==> config.mk <==
export PLATFORM = sky130hd
export DESIGN_NAME = dmem_bank_arbiter
export DESIGN_NICKNAME = d
export VERILOG_FILES = /design/src/rtl/mage_pkg.sv /design/src/rtl/dmem_bank_arbiter.sv
export SDC_FILE = /design/constraint.sdc
export NUM_CORES = 1
export LEC_CHECK = 0
export ABC_AREA = 0
export CORE_AREA = 4 4 531 533
export DETAILED_ROUTE_END_ITERATION = 6
export DIE_AREA = 0 0 535 537
export MAX_ROUTING_LAYER = met4
export PLACE_DENSITY = 0.3
export SYNTH_ARGS = -nofsm -noshare
export SYNTH_HDL_FRONTEND = slang
export SYNTH_SLANG_ARGS = --single-unit
==> constraint.sdc <==
create_clock -name clk_i -period 2.1 [get_ports clk_i]
set_input_delay 0.42 -clock clk_i [delete_from_list [all_inputs] [get_ports clk_i]]
set_output_delay 0.42 -clock clk_i [all_outputs]
set_load 0.1 [all_outputs]
==> src/rtl/mage_pkg.sv <==
// Shared constants and types for the Mage data-memory bank arbiter.
// Bank geometry defaults are reused by every dmem-facing block.
package mage_pkg;

    localparam int MAGE_N_BANKS      = 8;
    localparam int MAGE_BANK_SIZE    = 1024;
    localparam int MAGE_N_BITS       = 32;
    localparam int DMEM_ARB_MAX_WAIT = 4;

    typedef enum logic [1:0] {
        ARB_IDLE,
        ARB_WAIT,
        ARB_BOOST
    } dmem_arb_state_t;

    typedef enum logic {
        OWN_MAGE,
        OWN_EXT
    } rsp_owner_t;

endpackage

==> src/rtl/dmem_bank_arbiter.sv <==
// Per-bank arbiter between the Mage datapath and the external bus port; Mage wins by
// default, bounded wait forces ext through. Optional perf counters: DMEM_ARB_PERF_EN.
module dmem_bank_arbiter
    import mage_pkg::*;
#(
    parameter int N_BANKS   = MAGE_N_BANKS,
    parameter int BANK_SIZE = MAGE_BANK_SIZE,
    parameter int N_BITS    = MAGE_N_BITS,
    parameter int MAX_WAIT  = DMEM_ARB_MAX_WAIT
) (
    input  logic                              clk_i,
    input  logic                              rst_n_i,
    input  logic [N_BANKS-1:0]                mage_req_i,
    input  logic [N_BANKS-1:0]                mage_we_i,
    input  logic [N_BANKS*$clog2(BANK_SIZE)-1:0] mage_addr_i,
    input  logic [N_BANKS*N_BITS-1:0]         mage_wdata_i,
    output logic [N_BANKS-1:0]                mage_gnt_o,
    output logic [N_BANKS-1:0]                mage_rvalid_o,
    output logic [N_BANKS*N_BITS-1:0]         mage_rdata_o,
    input  logic                              ext_req_i,
    input  logic                              ext_we_i,
    input  logic [$clog2(N_BANKS)-1:0]        ext_bank_i,
    input  logic [$clog2(BANK_SIZE)-1:0]      ext_addr_i,
    input  logic [N_BITS-1:0]                 ext_wdata_i,
    output logic                              ext_gnt_o,
    output logic                              ext_rvalid_o,
    output logic [N_BITS-1:0]                 ext_rdata_o,
    output logic [N_BANKS-1:0]                dmem_req_o,
    output logic [N_BANKS-1:0]                dmem_we_o,
    output logic [N_BANKS*$clog2(BANK_SIZE)-1:0] dmem_addr_o,
    output logic [N_BANKS*N_BITS-1:0]         dmem_wdata_o,
    input  logic [N_BANKS*N_BITS-1:0]         dmem_rdata_i,
    output logic [31:0]                       perf_conflict_o,
    output logic [31:0]                       perf_forced_o
);

    localparam int AW = $clog2(BANK_SIZE);
    localparam int BW = $clog2(N_BANKS);
    localparam logic [3:0] WAIT_LIM = 4'(MAX_WAIT - 1);

    dmem_arb_state_t    state_q, state_d;
    logic [3:0]         wait_cnt_q, wait_cnt_d;
    logic [N_BANKS-1:0] ext_hit;
    logic [N_BANKS-1:0] ext_sel;
    logic [N_BANKS-1:0] mage_gnt;
    logic               ext_gnt;
    logic               conflict;
    logic               boost;

    rsp_owner_t         rsp_owner_q [N_BANKS];
    logic [N_BANKS-1:0] rsp_vld_q;
    logic [N_BANKS-1:0] rsp_we_q;

    assign ext_hit  = ext_req_i ? (N_BANKS'(1) << ext_bank_i) : '0;
    assign conflict = |(ext_hit & mage_req_i);
    assign boost    = (state_q == ARB_BOOST);

    always_ff @(posedge clk_i) begin
        if (!rst_n_i) begin
            state_q    <= ARB_IDLE;
            wait_cnt_q <= '0;
        end else begin
            state_q    <= state_d;
            wait_cnt_q <= wait_cnt_d;
        end
    end

    // wait_cnt holds the number of consecutive losses already taken; reaching
    // WAIT_LIM on a further loss means the next cycle belongs to ext.
    always_comb begin
        state_d    = state_q;
        wait_cnt_d = wait_cnt_q;
        case (state_q)
            ARB_IDLE, ARB_WAIT: begin
                if (conflict) begin
                    if (wait_cnt_q >= WAIT_LIM) begin
                        state_d    = ARB_BOOST;
                        wait_cnt_d = WAIT_LIM;
                    end else begin
                        state_d    = ARB_WAIT;
                        wait_cnt_d = wait_cnt_q + 4'd1;
                    end
                end else begin
                    state_d    = ARB_IDLE;
                    wait_cnt_d = '0;
                end
            end
            ARB_BOOST: begin
                state_d    = ARB_IDLE;
                wait_cnt_d = '0;
            end
            default: begin
                state_d    = ARB_IDLE;
                wait_cnt_d = '0;
            end
        endcase
    end

    always_comb begin
        ext_gnt  = 1'b0;
        mage_gnt = '0;
        if (rst_n_i) begin
            ext_gnt  = ext_req_i & (~conflict | boost);
            mage_gnt = mage_req_i & ~(boost ? ext_hit : '0);
        end
    end

    assign ext_sel    = ext_gnt ? ext_hit : '0;
    assign ext_gnt_o  = ext_gnt;
    assign mage_gnt_o = mage_gnt;

    always_comb begin
        dmem_req_o   = '0;
        dmem_we_o    = '0;
        dmem_addr_o  = '0;
        dmem_wdata_o = '0;
        for (int b = 0; b < N_BANKS; b++) begin
            dmem_req_o[b] = mage_gnt[b] | ext_sel[b];
            if (ext_sel[b]) begin
                dmem_we_o[b]                  = ext_we_i;
                dmem_addr_o[b*AW +: AW]       = ext_addr_i;
                dmem_wdata_o[b*N_BITS +: N_BITS] = ext_wdata_i;
            end else if (mage_gnt[b]) begin
                dmem_we_o[b]                  = mage_we_i[b];
                dmem_addr_o[b*AW +: AW]       = mage_addr_i[b*AW +: AW];
                dmem_wdata_o[b*N_BITS +: N_BITS] = mage_wdata_i[b*N_BITS +: N_BITS];
            end
        end
    end

    always_ff @(posedge clk_i) begin
        if (!rst_n_i) begin
            rsp_vld_q <= '0;
            rsp_we_q  <= '0;
            for (int b = 0; b < N_BANKS; b++) rsp_owner_q[b] <= OWN_MAGE;
        end else begin
            rsp_vld_q <= dmem_req_o;
            rsp_we_q  <= dmem_we_o;
            for (int b = 0; b < N_BANKS; b++)
                rsp_owner_q[b] <= ext_sel[b] ? OWN_EXT : OWN_MAGE;
        end
    end

    // Write responses still raise rvalid but carry zero data.
    always_comb begin
        mage_rvalid_o = '0;
        mage_rdata_o  = '0;
        ext_rvalid_o  = 1'b0;
        ext_rdata_o   = '0;
        if (rst_n_i) begin
            for (int b = 0; b < N_BANKS; b++) begin
                if (rsp_vld_q[b]) begin
                    if (rsp_owner_q[b] == OWN_EXT) begin
                        ext_rvalid_o = 1'b1;
                        ext_rdata_o  = ext_rdata_o |
                            (rsp_we_q[b] ? '0 : dmem_rdata_i[b*N_BITS +: N_BITS]);
                    end else begin
                        mage_rvalid_o[b] = 1'b1;
                        mage_rdata_o[b*N_BITS +: N_BITS] =
                            rsp_we_q[b] ? '0 : dmem_rdata_i[b*N_BITS +: N_BITS];
                    end
                end
            end
        end
    end

`ifdef DMEM_ARB_PERF_EN
    logic [31:0] perf_conflict_q;
    logic [31:0] perf_forced_q;

    always_ff @(posedge clk_i) begin
        if (!rst_n_i) begin
            perf_conflict_q <= '0;
            perf_forced_q   <= '0;
        end else begin
            if (conflict && perf_conflict_q != 32'hFFFF_FFFF)
                perf_conflict_q <= perf_conflict_q + 32'd1;
            if (boost && perf_forced_q != 32'hFFFF_FFFF)
                perf_forced_q <= perf_forced_q + 32'd1;
        end
    end

    assign perf_conflict_o = perf_conflict_q;
    assign perf_forced_o   = perf_forced_q;
`else
    assign perf_conflict_o = 32'h0;
    assign perf_forced_o   = 32'h0;
`endif

`ifndef SYNTHESIS
    logic              ext_hold_q;
    logic              ext_we_q;
    logic [BW-1:0]     ext_bank_q;
    logic [AW-1:0]     ext_addr_q;
    logic [N_BITS-1:0] ext_wdata_q;

    // An ungranted ext request must be presented unchanged until granted.
    always_ff @(posedge clk_i) begin
        if (rst_n_i && ext_hold_q)
            assert (ext_req_i && ext_we_i == ext_we_q && ext_bank_i == ext_bank_q &&
                    ext_addr_i == ext_addr_q && ext_wdata_i == ext_wdata_q);
        if (!rst_n_i) ext_hold_q <= 1'b0;
        else          ext_hold_q <= ext_req_i & ~ext_gnt;
        ext_we_q    <= ext_we_i;
        ext_bank_q  <= ext_bank_i;
        ext_addr_q  <= ext_addr_i;
        ext_wdata_q <= ext_wdata_i;
    end
`endif

endmodule
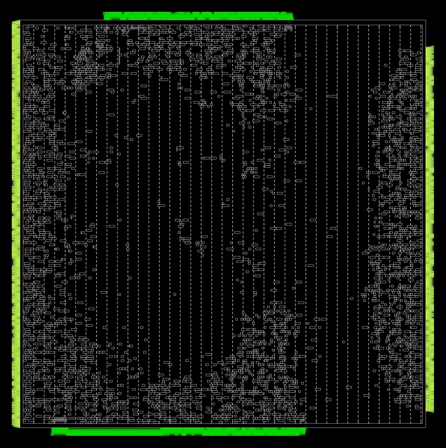
(cell outlines without signal wires)
core area: 276500 µm²
Seq/total area: 0.01392

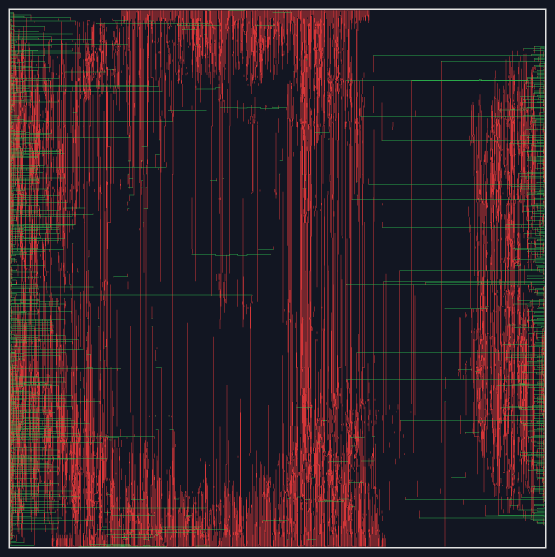
(metal layers overlaid)
Drawn at 1 px/µm. Only two layers are drawn.
colour	layer	wire length
red	M2	120 mm
green	M3	17000 µm
WL per Instance: 31.99 µm
vias: 19.61k

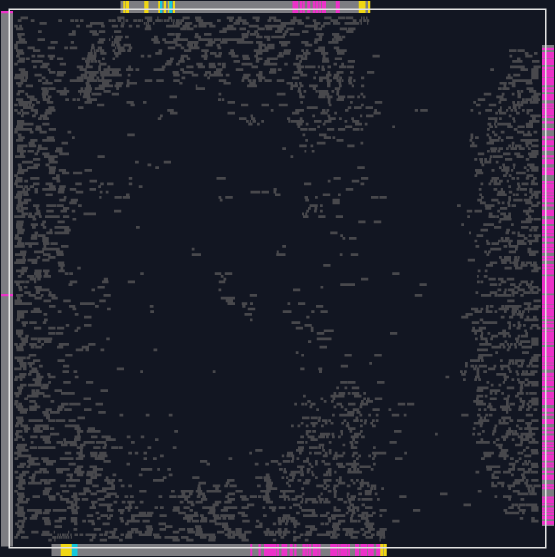
(pin map)
Drawn at 1 px/µm. Pins as bars across the die edge, other pins in grey.
colour	port	pins	direction	edge
cyan	`mage_we_i`	8	input	5 south, 3 north
yellow	`perf_conflict_o`	32	output	16 north, 16 south
magenta	`mage_rdata_o`	256	output	190 east, 48 south, 16 north, 2 west
all pins by edge	393 west, 363 south, 353 east, 270 north
Die Span X: 535 µm
IO buf count: 1314
Die Y: 537 µm

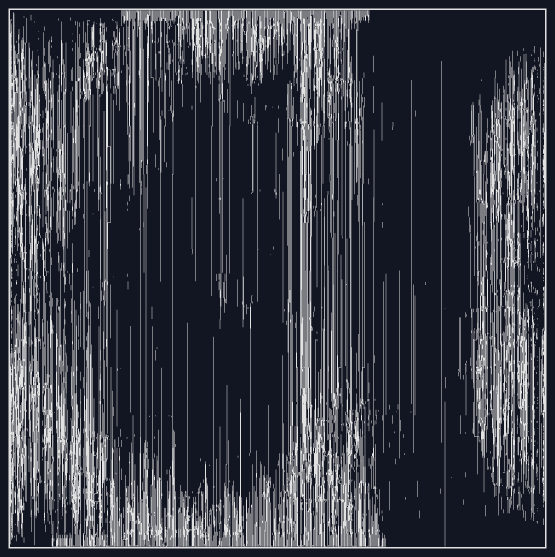
(met2 routing)
Drawn at 1 px/µm.
wire length on this layer	120 mm
main direction	vertical
nets with wire on the layer	3473
longest straight run	485 µm
share of all routed wire	55%
final WL: 218700 µm
met2 Use GR: 0.2807

==> flow_summary.ini <==
; yosys + openroad results
[worst_setup_path]
crit_path_frequent_cell = buf_12
worstSetupEndpoint = dmem_addr_o[10]
critPathBufInv = 3
path_cells = and2b_2 -> buf_4 -> nand3_4 -> o311a_4 -> buf_12 -> a22o_4 -> buf_12
worstReg2RegEnd = rsp_vld_q[0]
path_class = reg2out
r2r-start = state_q[0]
start_kind = flop
crit_path_start = state_q[0]
cp.depth = 7

[synth]
netlist_area_um2 = 10170
synth-adder-area-share = 0.001230
postSynthCellCount = 1375
top_logic_kind = simple AND/OR/NAND/NOR gates
aoi_share = 0.3513
top_cell_area_share = 0.3031
ys_seq_frac = 0.05906
edf_count = 0
synthTopCellsByCount = a22o_1 (352), nand3b_1 (233), nor3b_1 (224), clkbuf_1 (119), and2_1 (71)
most_common_cell = a22o_1
ys_seq_elements = 30
simple_gate_area_frac = 0.4364
ys_warn_count = 0
yosys.cell_types.count = 34
ys_cells = 1375
top_area_cell = a22o_1
xor_area_frac = 0

[cells_and_area]
logic_gates = 1108
comb_share = 0.2866
fin_util = 0.1629
finalNonFillerCells = 6834
n_antenna_cell = 33
nFlopsAndLatches = 30
syn2layout_area_growth_pct = 342.9
fin_area_um2 = 45040
clk_share = 0.003139
largest_class = buffers
mostFrequentLayoutCells = buf_12 (789), clkdlybuf4s50_1 (648), buf_4 (438), a22o_4 (333), nand3b_1 (233)
buffers = 1940
inverters = 10
reg_top3 = rsp_owner_q: 8 flops, rsp_vld_q: 8 flops, rsp_we_q: 8 flops
ff_latch_area_um2 = 626.9
final_nets = 3753
final-nonclk-buf-share = 0.5905

[job]
warnings = 30
cap_violations = 0

[hold_path]
whs_path_depth = 1
hold-path-endpoint = state_q[0]
min-delay-path-class = reg2reg

[power_and_ir_drop]
pwr-share-seq = 0.048
power_mw = 13.08
irDropWorstVdd_v = 0.0002851
power_leader = combinational logic
p_clk_frac = 0.064
intPower_mw = 5.653
powerComb_mw = 11.6
cellLeakagePower_nw = 17.42

[clock_network]
numClockSinks = 30
root_buffer = clkbuf_16
cts_buffers = 5
clkLatencyLatePin_ps = 320

[run_status]
violations = setup timing
status = complete, but fails checks

[sta]
setup_viol = 611
rsz0062_at_grt = true
hold_violations = 0
max_clock_freq_mhz = 365.9
maxSlewViolCount = 0
fin_crit_sh = 1.301
layout_min_cycle_time_ps = 2733
fin_ws_ps = -632.9

[global_route]
use_met1 = 0.1460
grtUsageTotal = 0.1480
antenna_found_initial = 84
grt_max_degree = 33
grt-ovfl-total = 0
top_usage_layer = met2

[routing]
drt_pass1_iterations = 5
routedLengthMet1_um = 76600
drc = 0

[place]
dp_hpwl_um = 195600
gp_congestion = 0.9011

[die]
initCoreUtil = 0.03678
tap_cells = 3705
dieArea_um2 = 287300
No activity file was given, so power comes from the tool's default toggle rates.
